==> config.mk <==
export PLATFORM = sky130hd
export DESIGN_NAME = alu_rr_arbiter
export DESIGN_NICKNAME = d
export VERILOG_FILES = /design/src/rtl/alu_rr_arbiter.sv
export SDC_FILE = /design/constraint.sdc
export NUM_CORES = 1
export LEC_CHECK = 0
export CORE_MARGIN = 4
export CORE_UTILIZATION = 30
export CTS_BUF_LIST = sky130_fd_sc_hd__clkbuf_2
export CTS_CLUSTER_SIZE = 25
export DETAILED_ROUTE_END_ITERATION = 16
export DONT_BUFFER_PORTS = 1
export GPL_TIMING_DRIVEN = 0
export PLACE_DENSITY = 0.47
export SLEW_MARGIN = 20
export SYNTH_ARGS = -nofsm -noshare
export SYNTH_HDL_FRONTEND = slang
export SYNTH_SLANG_ARGS = --single-unit
==> constraint.sdc <==
create_clock -name clk -period 3.41 [get_ports clk]
set_clock_uncertainty 0.2 [all_clocks]
set_input_delay 0.682 -clock clk [delete_from_list [all_inputs] [get_ports clk]]
set_output_delay 0.682 -clock clk [all_outputs]
set_load 0.005 [all_outputs]
placement.png
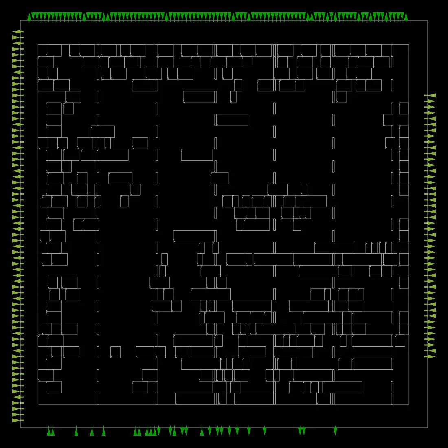
Core Area: 7331 um^2
fill count: 750
Final Core Density: 0.3345
row count: 31
Well Taps: 99

flops_by_reg.png
Bar = 20 um. Other sequential cells in the stronger gray, the rest of the logic in the fainter gray.
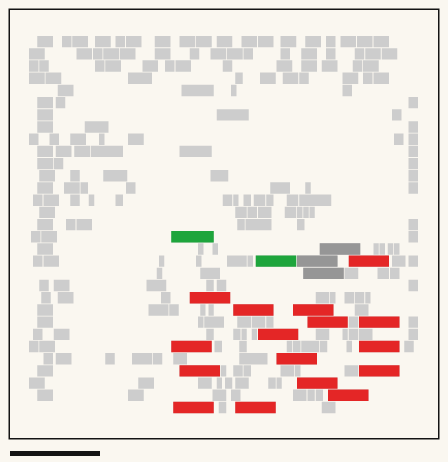
| color | name in the netlist | placed flops |
|---|---|---|
| green | ptr_reg | 2 |
| red | issue_cnt | 16 |
not colored: 3
flop share of the area: 0.2148
register area: 526.8 um^2
Seq group: 0.000430 W

io_fan.png
Bar = 20 um.
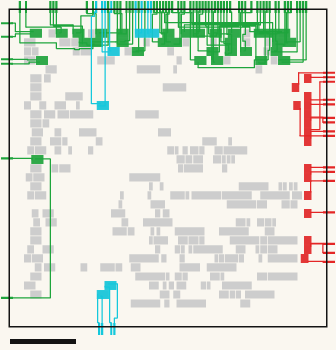
| color | port | bits | direction | edge | end cells | buffers | wire |
|---|---|---|---|---|---|---|---|
| red | rsp_data | 16 | output | east | 16 | 0 | 118 um |
| green | req_a | 64 | input | 58 north, 6 west | 32 | 0 | 1020 um |
| cyan | req_op | 12 | input | 8 north, 4 south | 6 | 0 | 167 um |
I/O pin count: 237
# port buffers: 0

cell_density.png
Bar = 20 um. 10 x 10 tiles, from white (low) to dark blue (high), 0 to 100% covered.
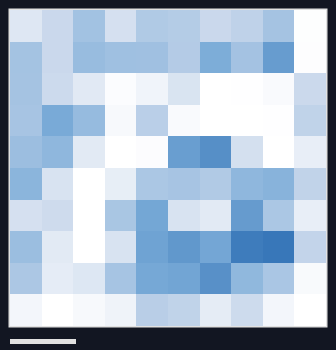
nearly empty tiles: 16%
mean over tiles: 26%
fullest tile: 71%
FP Core Util: 0.3130

power_grid.png
Bar = 20 um. Pins as bars on the die edge. Tap cells in gray.
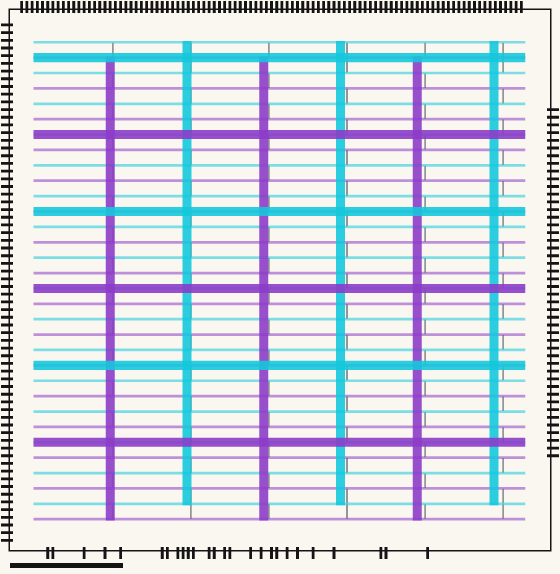
| color | net |
|---|---|
| purple | VSS |
| cyan | VDD |
rows: 31
tap cells: 99
signal pins: 237
met4 straps: 6
die span in x: 95.46 um
maximum vdd drop: 235.1 uV
chip height: 95.46 um

==> results_dict.tcl <==
# collected from the flow reports
set metrics [dict create \
    status "completed" \
    cts.clk_slew.worst_paths_ns 0.21 \
    synthAdderAreaFrac 0.02726 \
    cts.sinks 21 \
    clkbuf_count 3 \
    n_antenna_cell 0 \
    intPower_w 0.0009141 \
    routed.top_layer "met4" \
    topCellsByArea "mux2i_1, dfrtp_1, o22ai_1" \
    grt_pass1_vias 1898 \
    largest_register_ffs 16 \
    powerComb_w 0.00123 \
    netlist_area_um2 2295 \
    cp.required_ns 2.53 \
    grt_pass1_wl_um 10770 \
    wl_per_cell_um 23.18 \
    grt_antenna_before_repair 0 \
    dpl.hpwl_um 6855 \
    hold_viol_final 0 \
    worst-path-buf-inv 2 \
    switchingPower_w 0.0008510 \
    clk-power_w 0.000107 \
    comb_power_share 0.696 \
    setup_ws_ns 0.2555 \
    top_area_frac 0.3053 \
    layout-drive-gt1-share 0.1165 \
    place_ws_ns 0.2608 \
    tns_ns 0 \
    fp_nets 411 \
    yosysWarnings 0 \
    worst-endpoint-arrival_ns 2.27 \
    slew_violations 0 \
    simple_gate_share 0.1707 \
    via_per_inst 5.710 \
    finalWirelength_um 8065 \
    cts_max_path_buffers 2 \
    dp_cells 343 \
    drtIter0Drc 100 \
    hold_class "in2async" \
    hold_ws_ns 0.05459 \
    synth-main-ff-cell "dfrtp_1" \
    place.gp.congestion 0.7476 \
    warning_count 29 \
    clk_share 0.008163 \
    cts_tree "yes" \
    pwr-share-seq 0.244 \
    wl_met3_um 790 \
    root_buffer "clkbuf_2" \
    synth_xor_xnor_area_share 0.05725 \
    lay_top_count "mux2i_1" \
    power.density_nw_per_um2 719.7 \
    m1WireLength_um 3020 \
    grt_util_met3 0.05209 \
    path_delay_family "flip-flops" \
    worstMarginPinSlew_ns 0.4622 \
    ys_cells 244 \
    ys_sh_aoi 0.1270 \
    max_stage_delay_ns 0.49 \
    ff_count 21 \
    common_cells "mux2i_1, o22ai_1, dfrtp_1, and2_1, nand2_1" \
    path_cells "nand2_1, nand2_1, a21boi_0, o22ai_4, buf_2, inv_1, ha_1, and2_1" \
    n_all_inverters 4 \
    crit_type "reg2out" \
    cts_setup_buffers 0 \
    crit_path_top_delay_cell "dfrtp_2" \
    p_leak_nw 1.171 \
    ant_nets 0 \
    drt_pass1_iterations 4 \
    postCtsHoldBufs 1 \
    synth.most_common_cell "mux2i_1" \
    period_used_share 0.9251 \
    ctsResizeCount 0 \
    vias 1987 \
    gr-usage-all-layers 0.1559 \
    final-instance-count-excl-fill 348 \
    grt_max_degree 22 \
    reg2reg_setup_slack_ns 1.14 \
    post-route-min-period_ns 3.155 \
    grtUsageMet1 0.1886 \
    fin_total_pwr_w 0.001765 \
    ys_sh_mux 0.3053 \
    lay_top_cells "mux2i_1, o22ai_1, and2_1, dfrtp_1, nand2_1" \
    synth_chip_area_um2 2295 \
    p_sw_frac 0.4821 \
    yosysUniqueCellTypes 38 \
    clk_latency_ns 0.33 \
    crit_cells 8 \
    nonClkBufAreaFrac 0.07347 \
    comb_area_um2 1585 \
    dr_wl_met2_um 4185 \
    drcViolationCount 0 \
    slew_headroom 0.6918 \
    crit_path_start_kind "flop" \
    crit_fanout 11 \
    reg2regPathDepth 8 \
    htree_levels 1 \
    async_flop_share 1.000 \
    postSynthSeqShare 0.2290 \
    chip_area_um2 9113 \
    crit_top_cell "nand2_1" \
    endpoint_kind "primary output" \
    comb-cell-share 0.6464 \
    syn_area_per_cell_um2 9.405 \
    yosys.area.top_type "mux2i_1" \
    pwr-share-clk 0.060 \
    grt_util_met2 0.2711 \
    place_area_um2 2419 \
    max-cap-violations 0 \
    non_clock_buffer_count 18 \
    max_freq_ghz 0.3170 \
    nets 417 \
    grt_setup_unrepaired "no" \
    gr-total-overflow 0 \
    synth_flops 21 \
    setup_viol 0 \
    largest_class "logic gates" \
    cts_buffers 3 \
    power-top-group "combinational cells" \
    busiest_layer "met2" \
    ys_top_logic_family "multiplexers" \
    edf_count 0 \
    multi_input_comb_cells 202 \
    design_area_um2 2452 \
    area_growth_pct 6.870 \
    syn_inst 244 \
]
No activity file was given, so power comes from the tool's default toggle rates.
